## src/rtl/fft16_output_serializer.sv

```systemverilog
// Snapshot of the 16 parallel FFT bins, streamed one bin per valid/ready transfer.
// Define FFT16_OUT_BITREV_EN to emit bins in bit-reversed snapshot order (natural frequency order).
module fft16_output_serializer #(
   parameter int WIDTH = 16
) (
   input  logic               clk,
   input  logic               rst,
   input  logic               start,
   input  logic [16*WIDTH-1:0] yr_in_flat,
   input  logic [16*WIDTH-1:0] yi_in_flat,
   output logic               busy,
   output logic               out_valid,
   input  logic               out_ready,
   output logic [WIDTH-1:0]   out_re,
   output logic [WIDTH-1:0]   out_im,
   output logic [3:0]         out_idx,
   output logic               out_last,
   output logic               done,
   output logic               overrun
);

   typedef enum logic {IDLE, SEND} state_t;

   state_t           state, state_nxt;
   logic [3:0]       cnt, cnt_nxt;
   logic             cap, xfer, fin;
   logic [WIDTH-1:0] sr [16];
   logic [WIDTH-1:0] si [16];

   function automatic logic [3:0] bin_sel(input logic [3:0] k);
`ifdef FFT16_OUT_BITREV_EN
      return {k[0], k[1], k[2], k[3]};
`else
      return k;
`endif
   endfunction

   always_comb begin
      state_nxt = state;
      cnt_nxt   = cnt;
      cap       = (state == IDLE) && start;
      xfer      = out_valid && out_ready;
      fin       = xfer && (cnt == 4'd15);
      unique case (state)
         IDLE: begin
            if (start) begin
               state_nxt = SEND;
               cnt_nxt   = 4'd0;
            end
         end
         SEND: begin
            if (xfer) begin
               cnt_nxt = cnt + 4'd1;
               if (cnt == 4'd15) state_nxt = IDLE;
            end
         end
         default: state_nxt = IDLE;
      endcase
   end

   always_ff @(posedge clk) begin
      if (rst) begin
         state <= IDLE;
         cnt   <= 4'd0;
      end else begin
         state <= state_nxt;
         cnt   <= cnt_nxt;
      end
   end

   always_ff @(posedge clk) begin
      if (rst) begin
         for (int j = 0; j < 16; j++) begin
            sr[j] <= '0;
            si[j] <= '0;
         end
      end else if (cap) begin
         for (int j = 0; j < 16; j++) begin
            sr[j] <= yr_in_flat[j*WIDTH +: WIDTH];
            si[j] <= yi_in_flat[j*WIDTH +: WIDTH];
         end
      end
   end

   // First word comes straight from the inputs: the snapshot is loading on the same edge.
   always_ff @(posedge clk) begin
      if (rst) begin
         busy      <= 1'b0;
         out_valid <= 1'b0;
         out_re    <= '0;
         out_im    <= '0;
         out_idx   <= 4'd0;
         out_last  <= 1'b0;
         done      <= 1'b0;
         overrun   <= 1'b0;
      end else begin
         done <= fin;
         if (start && (state == SEND)) overrun <= 1'b1;
         if (cap) begin
            busy      <= 1'b1;
            out_valid <= 1'b1;
            out_re    <= yr_in_flat[WIDTH-1:0];
            out_im    <= yi_in_flat[WIDTH-1:0];
            out_idx   <= 4'd0;
            out_last  <= 1'b0;
         end else if (fin) begin
            busy      <= 1'b0;
            out_valid <= 1'b0;
            out_re    <= '0;
            out_im    <= '0;
            out_idx   <= 4'd0;
            out_last  <= 1'b0;
         end else if (xfer) begin
            out_re   <= sr[bin_sel(cnt_nxt)];
            out_im   <= si[bin_sel(cnt_nxt)];
            out_idx  <= cnt_nxt;
            out_last <= (cnt_nxt == 4'd15);
         end
      end
   end

endmodule

```

## config.mk

```make
export PLATFORM = sky130hd
export DESIGN_NAME = fft16_output_serializer
export DESIGN_NICKNAME = d
export VERILOG_FILES = /design/src/rtl/fft16_output_serializer.sv
export SDC_FILE = /design/constraint.sdc
export NUM_CORES = 1
export LEC_CHECK = 0
export ABC_AREA = 0
export CAP_MARGIN = 40
export CORE_MARGIN = 4
export CORE_UTILIZATION = 40
export CTS_BUF_LIST = sky130_fd_sc_hd__clkbuf_8
export CTS_CLUSTER_DIAMETER = 120
export CTS_CLUSTER_SIZE = 30
export DETAILED_ROUTE_END_ITERATION = 8
export DONT_BUFFER_PORTS = 1
export GPL_TIMING_DRIVEN = 0
export HOLD_SLACK_MARGIN = 0.03
export SKIP_LAST_GASP = 1
export SYNTH_ARGS = -nofsm -noshare
export SYNTH_HDL_FRONTEND = slang
export SYNTH_SLANG_ARGS = --single-unit
```

## constraint.sdc

```tcl
create_clock -name clk -period 19.7 [get_ports clk]
set_input_delay 5.91 -clock clk [delete_from_list [all_inputs] [get_ports clk]]
set_output_delay 5.91 -clock clk [all_outputs]
set_load 0.02 [all_outputs]
```

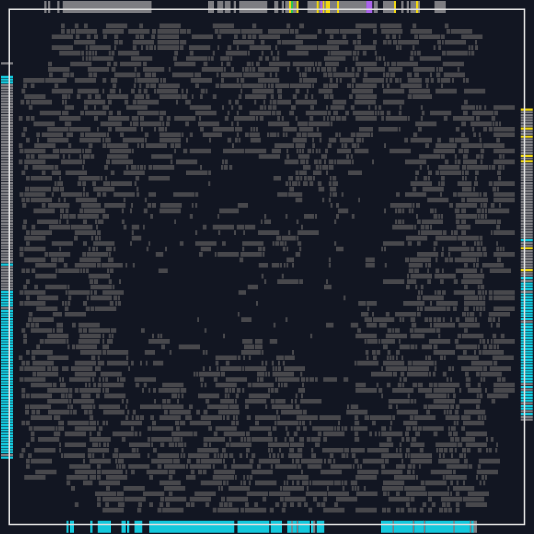
**Above:** I/O pins on the die edge.
Drawn at 2 px/um. Pins as bars across the die edge, other pins in gray.
legend:
  out_re:
    color: yellow
    pins: 16
    direction: output
    edge: 9 top, 7 right
  yi_in_flat:
    color: cyan
    pins: 256
    direction: input
    edge: 147 bottom, 64 left, 45 right
  out_valid:
    color: green
    pins: 1
    direction: output
    edge: top
  out_idx:
    color: purple
    pins: 4
    direction: output
    edge: top

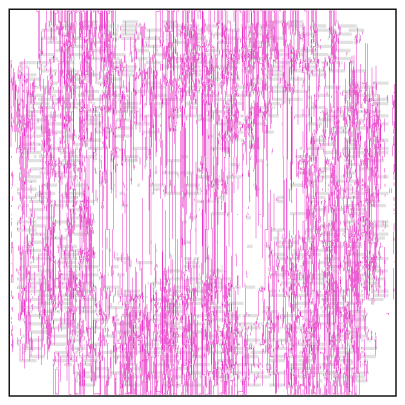
**Above:** signal wires on met2.
Drawn at 1.5 px/um.
nets with wire on the layer: 2314
main direction: vertical

==> flow_summary.toml <==
# generated from flow reports
[die]
dieArea_um2 = 66000
boundaryPins = 557
die-width_um = 257
fp_util_pct = 40.7

[final_timing]
max_slew_margin_pct = 38.3
setup_viol = 0
fin_crit_sh_pct = 46.2
finalMaxSlewViolations = 0
grt_setup_unrepaired = "no"
finalHoldViolCount = 0

[worst_hold_path]
min_to = "out_last"

[cells_and_area]
fillers = 5740
nets = 2714

[clocking]
cts_tree = "built"
clock_path_buffers = 3
ctsHtreeMaxLevel = 1
ctsHoldBuffers = 0

[worst_setup_path]
worst_setup_path_end_kind = "flip-flop"
crit_arrival_ps = 9490
path_buffers = 7
start_kind = "input port"
cp_slowest_cell = "nand2b_4"
worstReg2RegStart = "busy"
critPathCapture = "si[1][10]"

[routing]
vias = 17700
drc = 0
drtAntennaViolNets = 0

[flow_run]
warnings = 26

[outcome]
status = "complete, no violations"

[synthesis]
yosysTopAreaCell = "edfxtp_1"
netlist-cell-type-count = 41
synth-main-ff-cell = "edfxtp_1"

[global_route]
first_global_vias = 17200
antenna_found_initial = 70
grt_pass1_wl_mm = 136

[power_and_ir_drop]
p_comb_share_pct = 11.2
pwr-share-clk_pct = 22.1

[place]
portBuffers = 0
## cells in the mapped netlist (3+ instances only)
cell and instances:
a211oi_1 3, a21oi_1 5, a22oi_1 33, a31oi_1 32
a32oi_1 32, and2_1 322, buf_2 14, buf_6 7
clkbuf_1 134, dfxtp_1 45, edfxtp_1 512, mux2i_1 32
nand2_1 455, nand3_1 153, nand3_2 10, nand4_1 64
nor2_1 15, nor2b_1 194, o211ai_1 34
## cell type report
cell class	count	area [um^2]	area share (%)
inverters	1	3.75	0.0139
flip-flops and latches	557	16300	60.2
plain buffers	159	674	2.49
multi-input cells	1407	7820	28.9
well taps	782	978	3.62
clock buffers	23	317	1.17
clock inverters	17	76.3	0.282
diodes	56	140	0.518
repair buffers	49	761	2.81
## power by group through the flow
| stage | clock [uW] | combinational, uW | sequential [uW] |
|---|---|---|---|
| 2_1_floorplan | 0 | 137 | 1480 |
| 3_3_place_gp | 0 | 220 | 1510 |
| 3_5_place_dp | 0 | 243 | 1470 |
| 4_1_cts | 482 | 244 | 1450 |
| 5_1_grt | 520 | 262 | 1450 |
| 6_report | 480 | 244 | 1450 |
## layout by cell type, fill, tap and decap left out, types with 2 or more instances in the layout
cell	n
a211oi_1	3
diode_2	56
o211a_1	2
o21a_1	2
a21o_1	2
buf_16	7
o211ai_1	34
buf_8	23
clkbuf_8	23
buf_4	2
buf_1	2
nand3_1	153
nor2b_1	194
a22oi_1	33
clkbuf_1	134
buf_6	25
inv_1	17
and2_1	322
nand3_2	10
a31oi_1	32
edfxtp_1	512
nand4_1	64
nor2_1	15
a32oi_1	32
nand2_1	455
buf_2	14
dfxtp_1	45
a21oi_1	5
mux2i_1	32
## registers in the layout, summed over array words and instances, names as in the netlist
register and count:
si 256, sr 256, out_im 16, out_re 16, cnt 4, out_idx 4, busy 1, done 1
out_last 1, overrun 1, state 1
## worst reg2reg max path, cell delays in order (launching register included)
cell,delay [ps]
dfxtp_1,700
nand2_2,250
o311ai_2,580
o211a_1,240
buf_2,420
clkbuf_1,630
a32oi_1,350
nand4_1,420
o211ai_1,150
## through the flow
step	instance area, um^2	std cells	total power [uW]	utilization, %	worst slack (ps)
2_1_floorplan	24800	2124	1620	-	5870
3_3_place_gp	25700	2906	1730	42.3	1890
6_report	27000	3051	2170	44.5	10590
3_5_place_dp	26500	2955	1720	43.6	9820
5_1_grt	27000	3014	2240	44.3	10440
4_1_cts	26900	2995	2170	44.2	10570
## layer usage
layer | track usage, % | vias to the layer above | part of all wire, %
li1 | - | 7652 | -
met5 | 0 | - | 0.24
met4 | 7.49 | 38 | 2.9
met3 | 10.4 | 171 | 11
met1 | 37.3 | 8916 | 38
met2 | 49.3 | 934 | 48
## logic make-up (layout without fill, tap and decap cells)
family	count (synthesis)	count (layout)	synth area share, %
xor+xnor	1	1	0.0354
simple gates	1223	1223	25.6
buf+inv	160	249	2.74
fa+ha+maj	1	1	0.0505
compound gates	150	150	4.59
flops	557	557	65.7
mux	32	32	1.29
other cells	0	56	0
No activity file was given, so power comes from the tool's default toggle rates.
